### config.mk
export PLATFORM = sky130hd
export DESIGN_NAME = stage_pc_responder
export DESIGN_NICKNAME = d
export VERILOG_FILES = /design/src/rtl/stage_pc_responder.sv
export SDC_FILE = /design/constraint.sdc
export NUM_CORES = 1
export LEC_CHECK = 0
export CAP_MARGIN = 10
export CORE_ASPECT_RATIO = 1.5
export CORE_MARGIN = 2
export CORE_UTILIZATION = 45
export CTS_BUF_LIST = sky130_fd_sc_hd__clkbuf_4 sky130_fd_sc_hd__clkbuf_8
export DETAILED_ROUTE_END_ITERATION = 6
export GPL_TIMING_DRIVEN = 1
export PLACE_DENSITY = 0.83
export SYNTH_ARGS = -nofsm -noshare
export SYNTH_HDL_FRONTEND = slang
export SYNTH_SLANG_ARGS = --single-unit
### constraint.sdc
create_clock -name clock -period 2.3 [get_ports clock]
set_input_delay 0.23 -clock clock [delete_from_list [all_inputs] [get_ports clock]]
set_output_delay 0.23 -clock clock [all_outputs]
set_load 0.02 [all_outputs]
### src/rtl/stage_pc_responder.sv
// Responder end of the toggle-encoded IF/ID/EX/MEM/WB stage interface.
// Turns stage toggles into pulses, enforces stage order, tracks the next PC and retire count.
module stage_pc_responder #(
  parameter int PC_WIDTH    = 8,
  parameter int PC_STEP     = 1,
  parameter int RESET_PC    = 0,
  parameter int STALL_LIMIT = 8,
  parameter int CNT_WIDTH   = 16
) (
  input  logic                 clock,
  input  logic                 reset,
  input  logic                 startbit,
  input  logic                 if_stage,
  input  logic                 id_stage,
  input  logic                 ex_stage,
  input  logic                 mem_stage,
  input  logic                 wb_stage,
  input  logic [PC_WIDTH-1:0]  new_pc,
  input  logic                 branch_taken,
  input  logic [PC_WIDTH-1:0]  branch_target,
  input  logic                 halt,
  output logic [PC_WIDTH-1:0]  current_pc,
  output logic                 if_pulse,
  output logic                 id_pulse,
  output logic                 ex_pulse,
  output logic                 mem_pulse,
  output logic                 wb_pulse,
  output logic                 retire,
  output logic [CNT_WIDTH-1:0] instr_count,
  output logic                 halted,
  output logic                 seq_error,
  output logic [1:0]           err_code
);

  localparam int STALL_W = $clog2(STALL_LIMIT + 1);

  typedef enum logic [2:0] {
    EXP_IF  = 3'd0,
    EXP_ID  = 3'd1,
    EXP_EX  = 3'd2,
    EXP_MEM = 3'd3,
    EXP_WB  = 3'd4,
    HALT    = 3'd5,
    ERR     = 3'd6
  } state_e;

  localparam logic [1:0] ERR_ORDER = 2'd1;
  localparam logic [1:0] ERR_STALL = 2'd2;
  localparam logic [1:0] ERR_ECHO  = 2'd3;

  logic [4:0]           stage_in;
  logic [4:0]           prev_q;
  logic [4:0]           edges;
  logic [4:0]           exp_mask;
  logic [4:0]           pulse_q;
  state_e               state_q, state_d;
  logic [PC_WIDTH-1:0]  pc_q, pc_d;
  logic [PC_WIDTH-1:0]  tgt_q, tgt_d;
  logic                 bpend_q, bpend_d;
  logic                 echo_q, echo_d;
  logic                 retire_q, retire_d;
  logic [CNT_WIDTH-1:0] cnt_q, cnt_d;
  logic [1:0]           code_q, code_d;
  logic [STALL_W-1:0]   stall_q, stall_d;
  logic                 running;

  // Bit index of every stage vector equals the FSM encoding of the state expecting it.
  assign stage_in = {wb_stage, mem_stage, ex_stage, id_stage, if_stage};
  assign edges    = (stage_in ^ prev_q) & {5{startbit}};
  assign running  = (state_q != HALT) && (state_q != ERR);

  always_comb begin
    exp_mask = 5'b00000;
    case (state_q)
      EXP_IF:  exp_mask = 5'b00001;
      EXP_ID:  exp_mask = 5'b00010;
      EXP_EX:  exp_mask = 5'b00100;
      EXP_MEM: exp_mask = 5'b01000;
      EXP_WB:  exp_mask = 5'b10000;
      default: exp_mask = 5'b00000;
    endcase
  end

  always_comb begin
    // NOTE: every _d takes its hold value first, so no branch below can infer a latch.
    state_d  = state_q;
    pc_d     = pc_q;
    tgt_d    = tgt_q;
    bpend_d  = bpend_q;
    cnt_d    = cnt_q;
    code_d   = code_q;
    stall_d  = stall_q;
    echo_d   = 1'b0;
    retire_d = 1'b0;

    if (running) begin
      // The sequencer's latched PC shows up one cycle after the IF edge.
      if (echo_q && (new_pc != pc_q)) begin
        state_d = ERR;
        code_d  = ERR_ECHO;
      end else if (|edges) begin
        stall_d = '0;
        if (edges != exp_mask) begin
          state_d = ERR;
          code_d  = ERR_ORDER;
        end else begin
          case (state_q)
            EXP_IF: begin
              state_d = EXP_ID;
              echo_d  = 1'b1;
            end
            EXP_ID:  state_d = EXP_EX;
            EXP_EX: begin
              state_d = EXP_MEM;
              bpend_d = branch_taken;
              tgt_d   = branch_target;
            end
            EXP_MEM: state_d = EXP_WB;
            default: begin
              pc_d     = bpend_q ? tgt_q : pc_q + PC_WIDTH'(PC_STEP);
              bpend_d  = 1'b0;
              retire_d = 1'b1;
              cnt_d    = cnt_q + CNT_WIDTH'(1);
              state_d  = halt ? HALT : EXP_IF;
            end
          endcase
        end
      end else if (startbit) begin
        stall_d = stall_q + STALL_W'(1);
        if (stall_d == STALL_W'(STALL_LIMIT)) begin
          state_d = ERR;
          code_d  = ERR_STALL;
        end
      end
    end
  end

  // NOTE: non-blocking assignments keep every flop sampling pre-edge values regardless of order.
  always_ff @(posedge clock) begin
    prev_q <= stage_in;
    if (reset) begin
      state_q  <= EXP_IF;
      pc_q     <= PC_WIDTH'(RESET_PC);
      tgt_q    <= '0;
      bpend_q  <= 1'b0;
      echo_q   <= 1'b0;
      retire_q <= 1'b0;
      cnt_q    <= '0;
      code_q   <= '0;
      stall_q  <= '0;
      pulse_q  <= '0;
    end else begin
      state_q  <= state_d;
      pc_q     <= pc_d;
      tgt_q    <= tgt_d;
      bpend_q  <= bpend_d;
      echo_q   <= echo_d;
      retire_q <= retire_d;
      cnt_q    <= cnt_d;
      code_q   <= code_d;
      stall_q  <= stall_d;
      pulse_q  <= edges;
    end
  end

  assign current_pc  = pc_q;
  assign if_pulse    = pulse_q[0];
  assign id_pulse    = pulse_q[1];
  assign ex_pulse    = pulse_q[2];
  assign mem_pulse   = pulse_q[3];
  assign wb_pulse    = pulse_q[4];
  assign retire      = retire_q;
  assign instr_count = cnt_q;
  assign halted      = (state_q == HALT);
  assign seq_error   = (state_q == ERR);
  assign err_code    = code_q;

endmodule
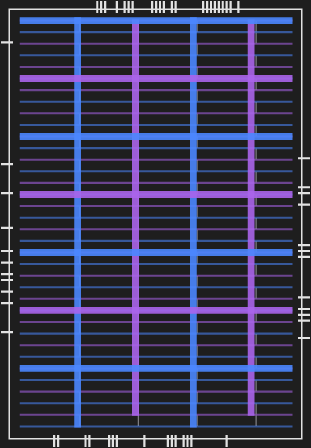
*Floorplan with the power grid*
Pins as bars on the die edge. Tap cells in grey.
| colour | net |
|---|---|
| blue | VSS |
| purple | VDD |
tap cells: 74
signal pins: 60
met1 rails: 36
IR drop worst, VDD: 0.474 mV
area of the core: 6090 sq um
width of the chip: 68.3 um

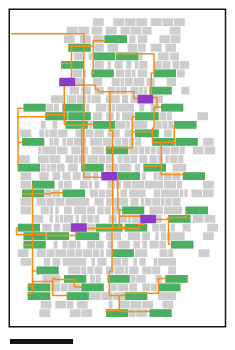
*Clock distribution*
Scale bar: 20 um.
[orange] clock wires | length: 641 um
[green] flip-flops | count: 54
[purple] cells driving clock nets | count: 5
routed clock nets: 6
relative contribution of the clock network to total power: 26.4%
Insertion Delay late pin: 0.31 ns

==> summary.txt <==
Results of the full flow below.

CTS:
- The run puts the total setup buffers inserted after CTS at 0.
- TritonCTS built the clock tree.
- CTS built an H-tree with a depth of 2.
- The run puts the clock input transition at the sequential cells of the worst setup and hold paths at ~0.09 ns.

Synth:
- The run puts the synthesized area divided by synthesized cell count at about 8.7 sq um.
- The run gives the post-synth net total as approximately 350.
- The run puts the instance count of the mapped netlist at between 300 and 400.
- After synthesis, the most frequently instantiated cells are dfxtp_1, nor2_1, clkbuf_1.
- The run gives the yosys-reported design area after synthesis as ~2800 sq um.
- By area, the combinational part of the netlist is dominated by AND-OR/OR-AND gates.
- By area the synthesized netlist is led by dfxtp_1, o31ai_1, o311ai_0.
- After Yosys synthesis, and, or, nand and nor cells account for between 20% and 30% of the synthesized area.
- The most common cell in the synthesized netlist is dfxtp_1.
- Measured against the total synthesized area, the mux share comes to 1.53%.
- Per the synthesis report, the adder-cell share of the synthesized area is around 1.3%.
- Yosys reported that registers with async set or reset make up 0%.
- The run puts the count of warnings emitted by yosys at 0.
- Post-synth the commonest register cell is dfxtp_1.
- The run puts the area of the mapped netlist at 2790 sq um.
- The run gives the part of the Yosys area used for sequential elements as about 39%.

STA:
- The run gives the transition time of the tightest slew-check pin as approximately 0.69 ns.
- The run puts the post-layout minimum cycle time at about 2.4 ns.
- The run gives the max-slew headroom at the worst pin as a little over half.
- The end-of-flow timing check tallies setup violations at 9.
- Between clock sinks in the finished design, the worst skew comes to between 0.008 and 0.009 ns.
- The run gives the worst path setup slack after routing as -0.106 ns.
- The run gives the share of the clock period used by the worst path as 105%.
- The run puts the worst hold slack at a little over 0.4 ns.
- The run gives the number of hold-slack violations in the final timing report as 0.

Cells and area:
- Multi-input logic gates represent a cell area share of a little over two fifths.
- In the final design, more cell area goes to multi-input combinational cells than to any other class.
- The sequential cells in the finished layout cover a total of ~1100 sq um.
- The run gives the most common library cell in the layout ignoring fill and taps as clkdlybuf4s50_1.
- The run gives the clock-cell share of area as 2.10%.
- The run puts the flip-flop count of the largest register after layout at 16.
- Per the cell usage report, the commonest logic cells after layout are clkdlybuf4s50_1, dfxtp_1, buf_4.
- Per the layout report, the design carries roughly 100 non-clock buffers.
- The run puts the non-clock buffer share of cell area at 24.4%.
- The run gives the area added between synthesis and finish as 41.3%.
- Summing all multi-input logic gate instances after layout gives around 1700 sq um.
- Of the total standard cell area in the layout, the sequential portion is 27.6%.
- Per the layout report, the design carries 502 filler cells.
- The run gives the share of layout cells above drive strength 1 as roughly a quarter.

Placed design:
- The run puts the final weighted congestion in routability-driven placement at roughly 0.86.
- The run gives the sum of net half-perimeters after detailed placement as 5.54 mm.
- The post-placement cell area is 3650 sq um.
- Including well taps, the total number of placed cells is approximately 470.

Route:
- The run gives the aggregate routed wire length as slightly below 8 mm.
- The run puts the via count normalized by instance count at 5.95.
- The run gives the remaining antenna violation count as 0.
- In the log, the iteration count for the first detailed-route pass is 4.
- The run puts the number of vias after detailed routing at between 2,000 and 3,000.

Floorplanning:
- The run gives the area of the chip as 6850 sq um.
- The run gives the effective utilization at floorplan as between 40% and 50%.
- The run puts the total number of tap cells at around 74.
- The run gives the count of pins on the block boundary as 60.

Setup path:
- The run puts the delay contributed by the slowest stage of the critical path at ~0.50 ns.
- The run puts the number of cells on the worst reg-to-reg path at 7.
- For reference, the most critical setup path is categorized as flop to flop.
- The run gives the element type at the critical path start as a flop.
- The run puts the critical path data arrival time at 2.65 ns.
- The run gives the top cell family by delay on the critical path as simple AND/OR/NAND/NOR gates.
- The worst register-to-register path ends at instr_count[9]$_SDFFE_PP0P_.
- The run puts the register-to-register path setup slack at -0.11 ns.
- The run gives the buffer-and-inverter tally for the worst setup path as 1.
- The run puts the maximum fanout along the worst path at 15.
- The run gives the kind of capture point of the worst setup path as a flop.
- The run gives the required time at the worst-slack endpoint as between 2 and 3 ns.

Min path:
- The run gives the endpoint with the worst hold slack as prev_q[2]$_DFF_P_.
- The type recorded for the worst min-delay path is primary input to flop.

Global route:
- The number of antenna violations at the first check in global routing was 0.
- The run gives the number of global-route vias before repair as between 2,000 and 3,000.
- The run gives the pin count of the biggest net entering global routing as between 40 and 50.
- For this run, the total global-route usage over all layers was measured as between 20% and 30%.
- Recorded from the global router log, the overflow total was 0.

Outcome:
- The flow ran to the end, but the final reports show violations.
- The final reports fail on negative setup slack.

Power:
- The run puts the final total power at between 1500 and 2000 uW.
- The run gives the power density over the cells as about 500 nW/um^2.
- The script extracted a total leakage power of 0.00144 uW.

Job:
- The run puts the count of max-cap constraint violations at 0.
- The run gives the total number of warnings across the stage logs as 27.
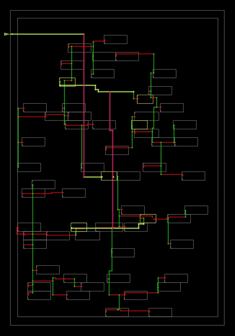
*The clock network*
flop count: 54
number of clock buffers in the layout: 6
CTS buffer count: 5

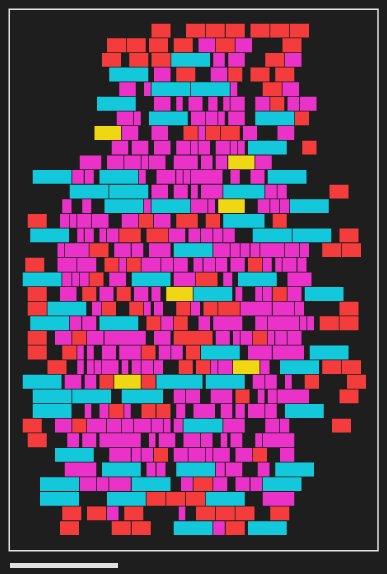
*Placed cells, one colour a class*
Scale bar: 20 um.
| colour | class | cells | share of their area |
|---|---|---|---|
| yellow | clock drivers and dummy loads | 6 | 2.1% |
| cyan | flip-flops | 54 | 28% |
| red | other buffers and delay cells | 104 | 25% |
| magenta | all other logic | 241 | 45% |
Final Instance Area: 3940 sq um
# rows: 35

-- routing by layer --
metal / GRT usage [%] / routed length (um) / share of wire [%]
met1: 26.7 / 3010 / 39
met3: 4.37 / 313 / 4.0
met5: 0 / 0 / 0
met2: 39.1 / 4100 / 53
met4: 13.1 / 346 / 4.5
-- where the power goes --
| group | internal (uW) | total [uW] | switching [uW] | leakage, uW |
|---|---|---|---|---|
| sequential | 961 | 980 | 18.9 | 0.000441 |
| combinational | 232 | 489 | 257 | 0.000951 |
| clock | 233 | 527 | 294 | 0.0000431 |
-- stage by stage --
step                      setup TNS [ns]  setup WS [ns]
after floorplan                        0         0.0291
after global placement             -5.86         -0.262
after detailed placement           -9.54         -0.346
after CTS                              0        0.00348
after global routing               -1.65         -0.152
final                             -0.460         -0.106
Power figures rest on the tool's default switching activity, not on a simulated workload.
